--- config.mk ---
export PLATFORM = sky130hd
export DESIGN_NAME = aes_block_fetch_ctrl
export DESIGN_NICKNAME = d
export VERILOG_FILES = /design/src/rtl/aes_block_fetch_ctrl.sv
export SDC_FILE = /design/constraint.sdc
export NUM_CORES = 1
export LEC_CHECK = 0
export CORE_AREA = 2 2 202 204
export DETAILED_ROUTE_END_ITERATION = 7
export DIE_AREA = 0 0 204 206
export GPL_TIMING_DRIVEN = 0
export PLACE_DENSITY_LB_ADDON = 0.05
export SLEW_MARGIN = 20
export SYNTH_ARGS = -nofsm -noshare
export SYNTH_HDL_FRONTEND = slang
export SYNTH_SLANG_ARGS = --single-unit
--- constraint.sdc ---
create_clock -name clock -period 1.8 [get_ports clock]
set_input_delay 0.36 -clock clock [delete_from_list [all_inputs] [get_ports clock]]
set_output_delay 0.36 -clock clock [all_outputs]
set_load 0.1 [all_outputs]
--- src/rtl/aes_block_fetch_ctrl.sv ---
// aes_block_fetch_ctrl
// Walks ROM addresses 0..last after a start pulse. Each plaintext/key pair is
// registered and offered to the AES core over a valid/ready handshake, and a
// one-cycle done pulse marks the end of the run.
// Optional feature macro: AES_KEY_RELOAD_EN. When it is defined, the key is
// recaptured on every fetch. Otherwise the key from the first fetch of a run
// is held for the whole run.
module aes_block_fetch_ctrl #(
  parameter int ADDR_WIDTH  = 4,
  parameter int TEXT_WIDTH  = 128,
  parameter int KEY_WIDTH   = 128,
  parameter int MEMORY_SIZE = 16
) (
  input  logic                  clock,
  input  logic                  reset,
  input  logic                  start_i,
  input  logic [ADDR_WIDTH-1:0] last_addr_i,
  output logic [ADDR_WIDTH-1:0] pc_o,
  input  logic [TEXT_WIDTH-1:0] plaintext_i,
  input  logic [KEY_WIDTH-1:0]  key_i,
  output logic [TEXT_WIDTH-1:0] text_o,
  output logic [KEY_WIDTH-1:0]  key_o,
  output logic                  valid_o,
  input  logic                  ready_i,
  output logic                  busy_o,
  output logic                  done_o
);

  typedef enum logic [1:0] {IDLE, FETCH, ISSUE, DONE} state_e;

  // Highest address that exists in the ROM; a requested end beyond it is pulled back.
  localparam logic [ADDR_WIDTH-1:0] ADDR_MAX = ADDR_WIDTH'(MEMORY_SIZE - 1);

  state_e                state_q, state_d;
  logic [ADDR_WIDTH-1:0] pc_q, pc_d;
  logic [ADDR_WIDTH-1:0] last_q, last_d;
  logic [TEXT_WIDTH-1:0] text_q, text_d;
  logic [KEY_WIDTH-1:0]  key_q, key_d;

  // State and datapath registers; reset returns everything to an idle, zeroed controller.
  always_ff @(posedge clock) begin
    if (reset) begin
      state_q <= IDLE;
      pc_q    <= '0;
      last_q  <= '0;
      text_q  <= '0;
      key_q   <= '0;
    end else begin
      state_q <= state_d;
      pc_q    <= pc_d;
      last_q  <= last_d;
      text_q  <= text_d;
      key_q   <= key_d;
    end
  end

  // Next-state sequencing: one fetch cycle per block, then wait in ISSUE for the core.
  always_comb begin
    state_d = state_q;
    unique case (state_q)
      IDLE:    if (start_i) state_d = FETCH;
      FETCH:   state_d = ISSUE;
      ISSUE:   if (ready_i) state_d = (pc_q == last_q) ? DONE : FETCH;
      DONE:    state_d = IDLE;
      default: state_d = IDLE;
    endcase
  end

  // Address walk and capture of the ROM read; pc stops at last so it never wraps.
  always_comb begin
    pc_d   = pc_q;
    last_d = last_q;
    text_d = text_q;
    key_d  = key_q;
    unique case (state_q)
      IDLE: begin
        if (start_i) begin
          pc_d   = '0;
          last_d = (last_addr_i > ADDR_MAX) ? ADDR_MAX : last_addr_i;
        end
      end
      FETCH: begin
        text_d = plaintext_i;
`ifdef AES_KEY_RELOAD_EN
        key_d = key_i;
`else
        if (pc_q == '0) key_d = key_i;
`endif
      end
      ISSUE: begin
        if (ready_i && (pc_q != last_q)) pc_d = pc_q + 1'b1;
      end
      default: ;
    endcase
  end

  // Status outputs come only from the registered state, never from ready_i.
  always_comb begin
    valid_o = 1'b0;
    busy_o  = 1'b1;
    done_o  = 1'b0;
    unique case (state_q)
      IDLE:    busy_o  = 1'b0;
      FETCH:   ;
      ISSUE:   valid_o = 1'b1;
      DONE:    done_o  = 1'b1;
      default: busy_o  = 1'b0;
    endcase
  end

  assign pc_o   = pc_q;
  assign text_o = text_q;
  assign key_o  = key_q;

endmodule

Figure 1. Signal wires on met4 (run 1).
(2 px per micron)
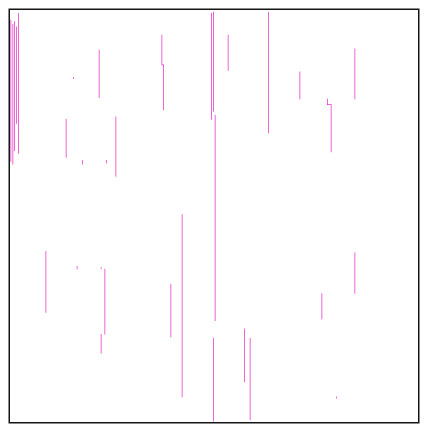
The wires run mostly vertical. 19 nets have wire on it. The layer holds 2.8% of the routed length. The layer carries 1120 microns of wire.
vias: 9712
wirelength, routed: 40.92 mm

Figure 2. The clock network (run 1).
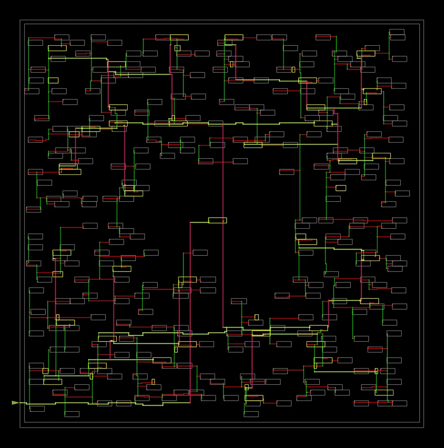
Sink Count: 266
CTS Buf Count: 34
worst-case clock skew: 12.33 ps
clock buffers: 53
worst skew pair latency: 540 ps

Figure 3. Pin map (run 1).
(2 px per micron) Pins as bars across the die edge, other pins in gray.
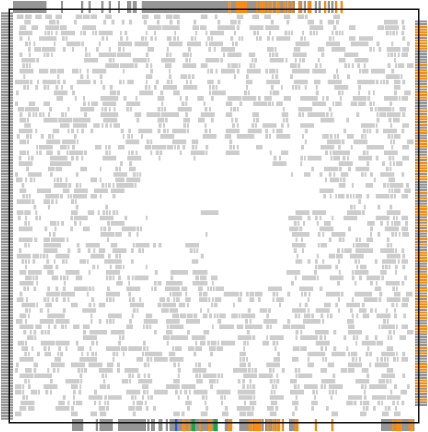
Key: blue = `ready_i` [pins 1, direction input, edge bottom]; green = `pc_o` [pins 4, direction output, edge bottom]; orange = `key_o` [pins 128, direction output, edge 75 right, 29 bottom, 24 top]
die x size: 204 microns
Die H: 206 microns
IO Port Bufs: 525

run 1: cells by family after synthesis:
logic type	after synthesis
fa+ha+maj	2
simple gates	540
flops	266
buf+inv	90
compound gates	260
mux	9
xor+xnor	4
run 1: per-layer routing:
layer	global-route usage	vias up	wire (microns)
li1	-	4897	-
met1	0.2011	4347	15380
met2	0.3164	384	19270
met3	0.09997	72	5061
met4	0.06082	12	1124
met5	0	-	83
run 1: cells in the final DEF, fill, tap and decap left out, drive strengths merged:
cell,instances
nand2,516
buf,312
dfxtp,266
clkdlybuf4s50,262
a21oi,257
clkbuf,84
mux2i,9
nor2,8
clkdlybuf4s18,6
inv,4
diode,3
xor2,3
clkinv,3
and2,2
nand2b,2
nand3,2
or3,2
a211oi,2
ha,2
clkinvlp,2
or2,2
and2b,1
nor2b,1
and3,1
nor3b,1
nor3,1
xnor2,1
nand3b,1
a221oi,1
bufinv,1
run 1: path summary, 6_finish.rpt:
check / from / end / slack [ps] / depth (start not counted)
min: reset / pc_o[3]$_SDFFE_PP0P_ / 240 / 3
max: key_o[95]$_SDFFE_PP0P_ / key_o[95] / 50 / 1
max reg2reg: pc_o[0]$_SDFFE_PP0P_ / key_o[98]$_SDFFE_PP0P_ / 220 / 7
min reg2reg: key_o[105]$_SDFFE_PP0P_ / key_o[105]$_SDFFE_PP0P_ / 450 / 2
run 1: stage by stage:
stage	area (sq um)	worst slack, ps	utilization	power (uW)	TNS (ps)
after CTS	15310	0.4741	0.3811	18390	0
after global placement	15280	-462.6	0.3803	11730	-26530
after global routing	15150	0.1935	0.3770	18840	0
after detailed placement	15280	-464.1	0.3803	11740	-29670
after floorplan	9361	59.05	-	10040	0
final	15160	46.19	0.3772	18050	0
run 1: sequential cells by signal, summed over array words and instances, names as in the netlist:
name	cells
key_o	128
pc_o	4
state_q	2
last_q	4
text_o	128
run 1: timing repair:
action	CTS	global route
hold buffers	0	0
gates resized	1278	46
endpoints found under the setup margin	263	72
run 1: power breakdown:
group / internal (uW) / switching [uW]
combinational: 1150 / 3670
sequential: 6260 / 182
clock: 4130 / 2650
run 1: final cells by class:
| class | count | area (sq um) | area share |
|---|---|---|---|
| Clock inverter | 6 | 60.06 | 0.003963 |
| Tap cell | 532 | 665.6 | 0.04392 |
| Timing Repair Buffer | 525 | 4005 | 0.2643 |
| Inverter | 4 | 15.01 | 0.0009907 |
| Multi-Input combinational cell | 815 | 3543 | 0.2338 |
| Antenna cell | 3 | 7.507 | 0.0004953 |
| Sequential cell | 266 | 5335 | 0.3520 |
| Buffer | 86 | 478.0 | 0.03154 |
| Clock buffer | 53 | 1046 | 0.06902 |
==> flow_summary.toml, run 1 <==
# flow metrics
[critical_path]
end_kind = "primary output"
crit_type = "flip-flop to primary output"
cp.required_ps = 1440
crit_chain = "clkdlybuf4s18_2"
start_kind = "flip-flop"
crit_buf_inv = 1
cpPeakStageDelay_ps = 540
path_max_fanout = 2

[clocking]
path_clk_slew_ps = 60
post_cts_buffers = 0
cts_buffer_depth = 3
htreeDepth = 2
cts_tree = "yes"

[synth]
synthCells = 1171
synth_top_cell_by_area = "dfxtp_1"
synthArstFlopShare = 0
ys_sh_xor = 0.003745
logic_family = "simple AND/OR/NAND/NOR gates"
top_area_frac = 0.5692
adder_share = 0.002675
yosysWarnings = 0
fp_nets = 1437
ff_type = "dfxtp_1"
mux_share = 0.009630
synth_flops = 266
ys_seq_frac = 0.5692
yosys_area_sq_um = 9355
ys_cells = 1171
most_common_cell = "nand2_1"
aoi_share = 0.1400
synth.distinct_cells = 28
ys_sh_simple = 0.2223
yosys-top-cells-area = "dfxtp_1 (57%), nand2_1 (21%), a21oi_1 (14%), buf_2 (2.2%), buf_6 (1.6%)"
synthTopCellsByCount = "nand2_1 (516), dfxtp_1 (266), a21oi_1 (257)"

[routing]
detail-route-antenna-nets = 0
dr.pass1.iters = 4
routed_via_density = 4.241
route.detailed.drc = 0
wire_per_inst_microns = 17.87
drt_iter0_markers = 369

[layout]
layout.nets = 1998
fillerInstances = 4365
layout-drive-gt1-share = 0.2148
syn2layout_area_growth_pct = 62.00

[global_routing]
grt_pass1_vias = 9478
overflow = 0
grt_pass1_wl_mm = 58.85
grt_max_degree = 13

[hold_path]
hp-class = "input pin to flip-flop"

[sta]
tightest_slew_ps = 805.9
clock.fmax_ghz = 0.5702
drv_slew = 0
finalHoldViolCount = 0
finalSetupViolCount = 0
fin_crit_ps = 1754
rsz0062_at_grt = "no"
timing.hold.ws_ps = 240.0
timing.slew.headroom = 0.4627

[run_status]
outcome = "finished, final reports clean"

[placed_design]
hpwl_mm = 31.39
routabilityCongestion = 0.8069

[flow_run]
warnings = 27

[floorplanning]
die_area_sq_um = 42020
coreArea_sq_um = 40180
num_rows = 74

[power]
powerDensity_nw_per_um2 = 1191
## Run 2: what changed since run 1
--- a/config.mk
+++ b/config.mk
@@ -9,7 +9,6 @@
 export DETAILED_ROUTE_END_ITERATION = 7
 export DIE_AREA = 0 0 204 206
 export GPL_TIMING_DRIVEN = 0
-export PLACE_DENSITY_LB_ADDON = 0.05
 export SLEW_MARGIN = 20
 export SYNTH_ARGS = -nofsm -noshare
 export SYNTH_HDL_FRONTEND = slang
Figure 4. Gate-type map (run 2).
(2 px per micron)
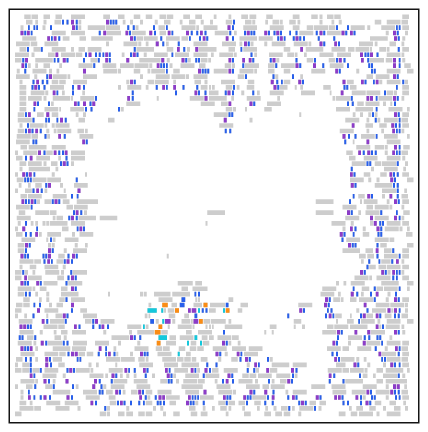
Key: blue = nand cells [cells 521, most used nand2_1, where spread over the die]; cyan = nor cells [cells 11, most used nor2_1, where bottom middle]; orange = and/or cells [cells 8, where bottom middle]; purple = aoi and oai cells [cells 260, most used a21oi_1, where spread over the die]
most frequent logic cell in the layout: nand2_1
Comb/total area: 0.2343
Post-Layout Cell Count: 2283

Figure 5. Pin map (run 2).
(2 px per micron) Pins as bars across the die edge, other pins in gray.
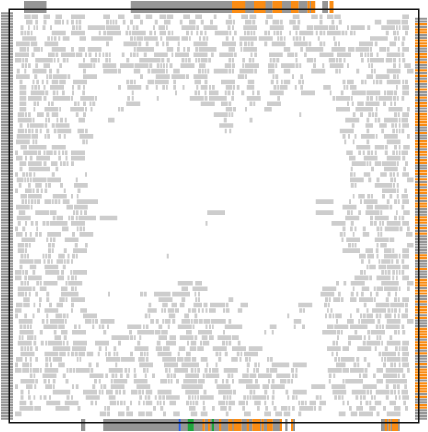
Key: orange = `key_o` [pins 128, direction output, edge 76 right, 27 top, 25 bottom]; green = `pc_o` [pins 4, direction output, edge bottom]; blue = `ready_i` [pins 1, direction input, edge bottom]
All pins by edge: 150 left, 148 right, 117 top, 112 bottom.

==> flow_summary.toml, run 2 <==
# flow metrics
[clocking]
clock-sinks = 266
cts_buffer_depth = 3
cts_buffers = 30
post_cts_buffers = 0
insertion_delay_ps = 560
path_clk_slew_ps = 60
root_buffer = "clkbuf_16"
cts_tree = "yes"
htreeDepth = 1

[sta]
clock.fmax_ghz = 0.5736
timing.hold.ws_ps = 206.2
tightest_slew_ps = 920.0
worst_slack_ps = 56.51
drv_slew = 0
skew_ps = 6.955
fin_crit_ps = 1743
finalClockPeriodUsage = 0.9686
finalSetupTns_ps = 0
finalHoldViolCount = 0
timing.slew.headroom = 0.3866
finalSetupViolCount = 0
rsz0062_at_grt = "no"

[placed_design]
place_ws_ps = -443.9
hpwl_mm = 28.51
numPortBuffers = 525
routabilityCongestion = 0.8764

[critical_path]
critPathTopFamily = "buffers and inverters"
crit_type = "flip-flop to primary output"
cp.required_ps = 1440
crit_chain = "buf_2"
end_kind = "primary output"
cp.arrival_ps = 1380
cpPeakStageDelay_ps = 490
cp_slowest_cell = "buf_2"
path_max_fanout = 2
start_kind = "flip-flop"
crit_buf_inv = 1

[power]
netSwitchingPower_uw = 6356
p_leak_uw = 0.006346
p_comb_frac = 0.268
netSwitchingFraction = 0.3541
p_clk_frac = 0.373
intPower_uw = 11590
seqPwrFrac = 0.359
powerDensity_nw_per_um2 = 1187
ir_drop_mv = 0.7338

[synth]
synth_area_sq_um = 9355
ff_type = "dfxtp_1"
synthArstFlopShare = 0
top_area_frac = 0.5692
yosysWarnings = 0
synth_flops = 266
synth_area_per_cell_sq_um = 7.989
synth.distinct_cells = 28
yosys-top-cells-area = "dfxtp_1 (57%), nand2_1 (21%), a21oi_1 (14%), buf_2 (2.2%), buf_6 (1.6%)"
edf_count = 0
synthTopCellsByCount = "nand2_1 (516), dfxtp_1 (266), a21oi_1 (257)"
ys_seq_frac = 0.5692
fp_nets = 1437
yosys_area_sq_um = 9355
synthCells = 1171
most_common_cell = "nand2_1"
ys_cells = 1171
synth_top_cell_by_area = "dfxtp_1"

[routing]
dr.pass1.iters = 5
drt_iter0_markers = 394
detail-route-antenna-nets = 0
wire_per_inst_microns = 16.13
vias = 9768
routed_via_density = 4.279
route.detailed.drc = 0
totalWireLength_mm = 36.83

[layout]
syn2layout_area_growth_pct = 61.66
final_cell_mix = "nand2_1 (516), buf_2 (294), clkdlybuf4s50_1 (262)"
diodes = 0
layout.nets = 1994
fillerInstances = 4202
layout-drive-gt1-share = 0.2170
post-route-util = 0.3764

[hold_path]
hp-class = "input pin to flip-flop"

[flow_run]
drv_cap = 0
warnings = 28

[global_routing]
antenna_found_initial = 0
gr-usage-all-layers = 0.1647
grt_max_degree = 15
grt_pass1_vias = 9556
overflow = 0
grt_pass1_wl_mm = 54.12

[run_status]
outcome = "finished, final reports clean"

[floorplanning]
fp_util = 0.2328
die_h_microns = 206
coreArea_sq_um = 40180
die_width_microns = 204
die_area_sq_um = 42020
io_pins = 527
num_rows = 74
-- run 2: cell families after synthesis --
group,count (synthesis),synth area share
multiplexers,9,0.009630
flip-flops,266,0.5692
AND/OR/NAND/NOR,540,0.2223
AND-OR/OR-AND,260,0.1400
adder cells (fa/ha/maj),2,0.002674
buffers and inverters,90,0.05243
XOR/XNOR,4,0.003746
-- run 2: power groups by stage --
stage | clock [uW] | sequential [uW] | combinational, uW
3_3_place_gp | 0 | 6570 | 5120
4_1_cts | 6910 | 6450 | 4850
6_report | 6690 | 6450 | 4810
5_1_grt | 7130 | 6480 | 5050
3_5_place_dp | 0 | 6580 | 5130
2_1_floorplan | 0 | 9090 | 955
-- run 2: path summary, 6_finish.rpt --
| kind | start | endpoint | slack (ps) | cells past startpoint |
|---|---|---|---|---|
| worst min register to register | key_o[4]$_SDFFE_PP0P_ | key_o[4]$_SDFFE_PP0P_ | 450 | 2 |
| worst max register to register | pc_o[0]$_SDFFE_PP0P_ | key_o[33]$_SDFFE_PP0P_ | 180 | 7 |
| worst max-delay path | text_o[124]$_SDFFE_PP0P_ | text_o[124] | 60 | 1 |
| worst min-delay path | reset | pc_o[3]$_SDFFE_PP0P_ | 210 | 3 |
-- run 2: routing by layer --
metal,part of all wire,GRT usage,routed length [microns],vias up
met4,0.037,0.05719,1348,0
li1,-,-,-,4882
met1,0.37,0.1743,13640,4420
met5,0,0,0,-
met2,0.49,0.2994,18210,395
met3,0.099,0.06181,3635,71
-- run 2: stage by stage --
step                area [sq um]  std cells  total power [uW]
floorplan                   9361       1171             10040
global placement           15280       2228             11690
detailed placement         15280       2228             11720
CTS                        15110       2283             18210
global route               15120       2283             18670
finish                     15120       2283             17950
-- run 2: what timing repair did --
action / in CTS / in global routing
setup endpoints to repair: 263 / 63
gates resized: 1334 / 4
pin swaps: 0 / 0
hold buffers: 0 / 0
cloned: 0 / 0
-- run 2: area by class of cell --
cell class / instances / area, sq um / area share
clock inverters: 16 / 234.0 / 0.01547
inverters: 4 / 15.01 / 0.0009928
repair buffers: 525 / 3991 / 0.2639
flip-flops and latches: 266 / 5338 / 0.3529
well taps: 532 / 665.6 / 0.04401
multi-input cells: 815 / 3543 / 0.2343
clock buffers: 39 / 855.8 / 0.05659
plain buffers: 86 / 480.5 / 0.03177
-- run 2: worst register-to-register path: stages, from the launching register on --
cell and delay (ps):
dfxtp_2 390, inv_1 70, ha_1 210, nand3_1 90, clkbuf_4 260, buf_2 300, nand2_1 90, a21oi_1 150
Power figures rest on the tool's default switching activity, not on a simulated workload.
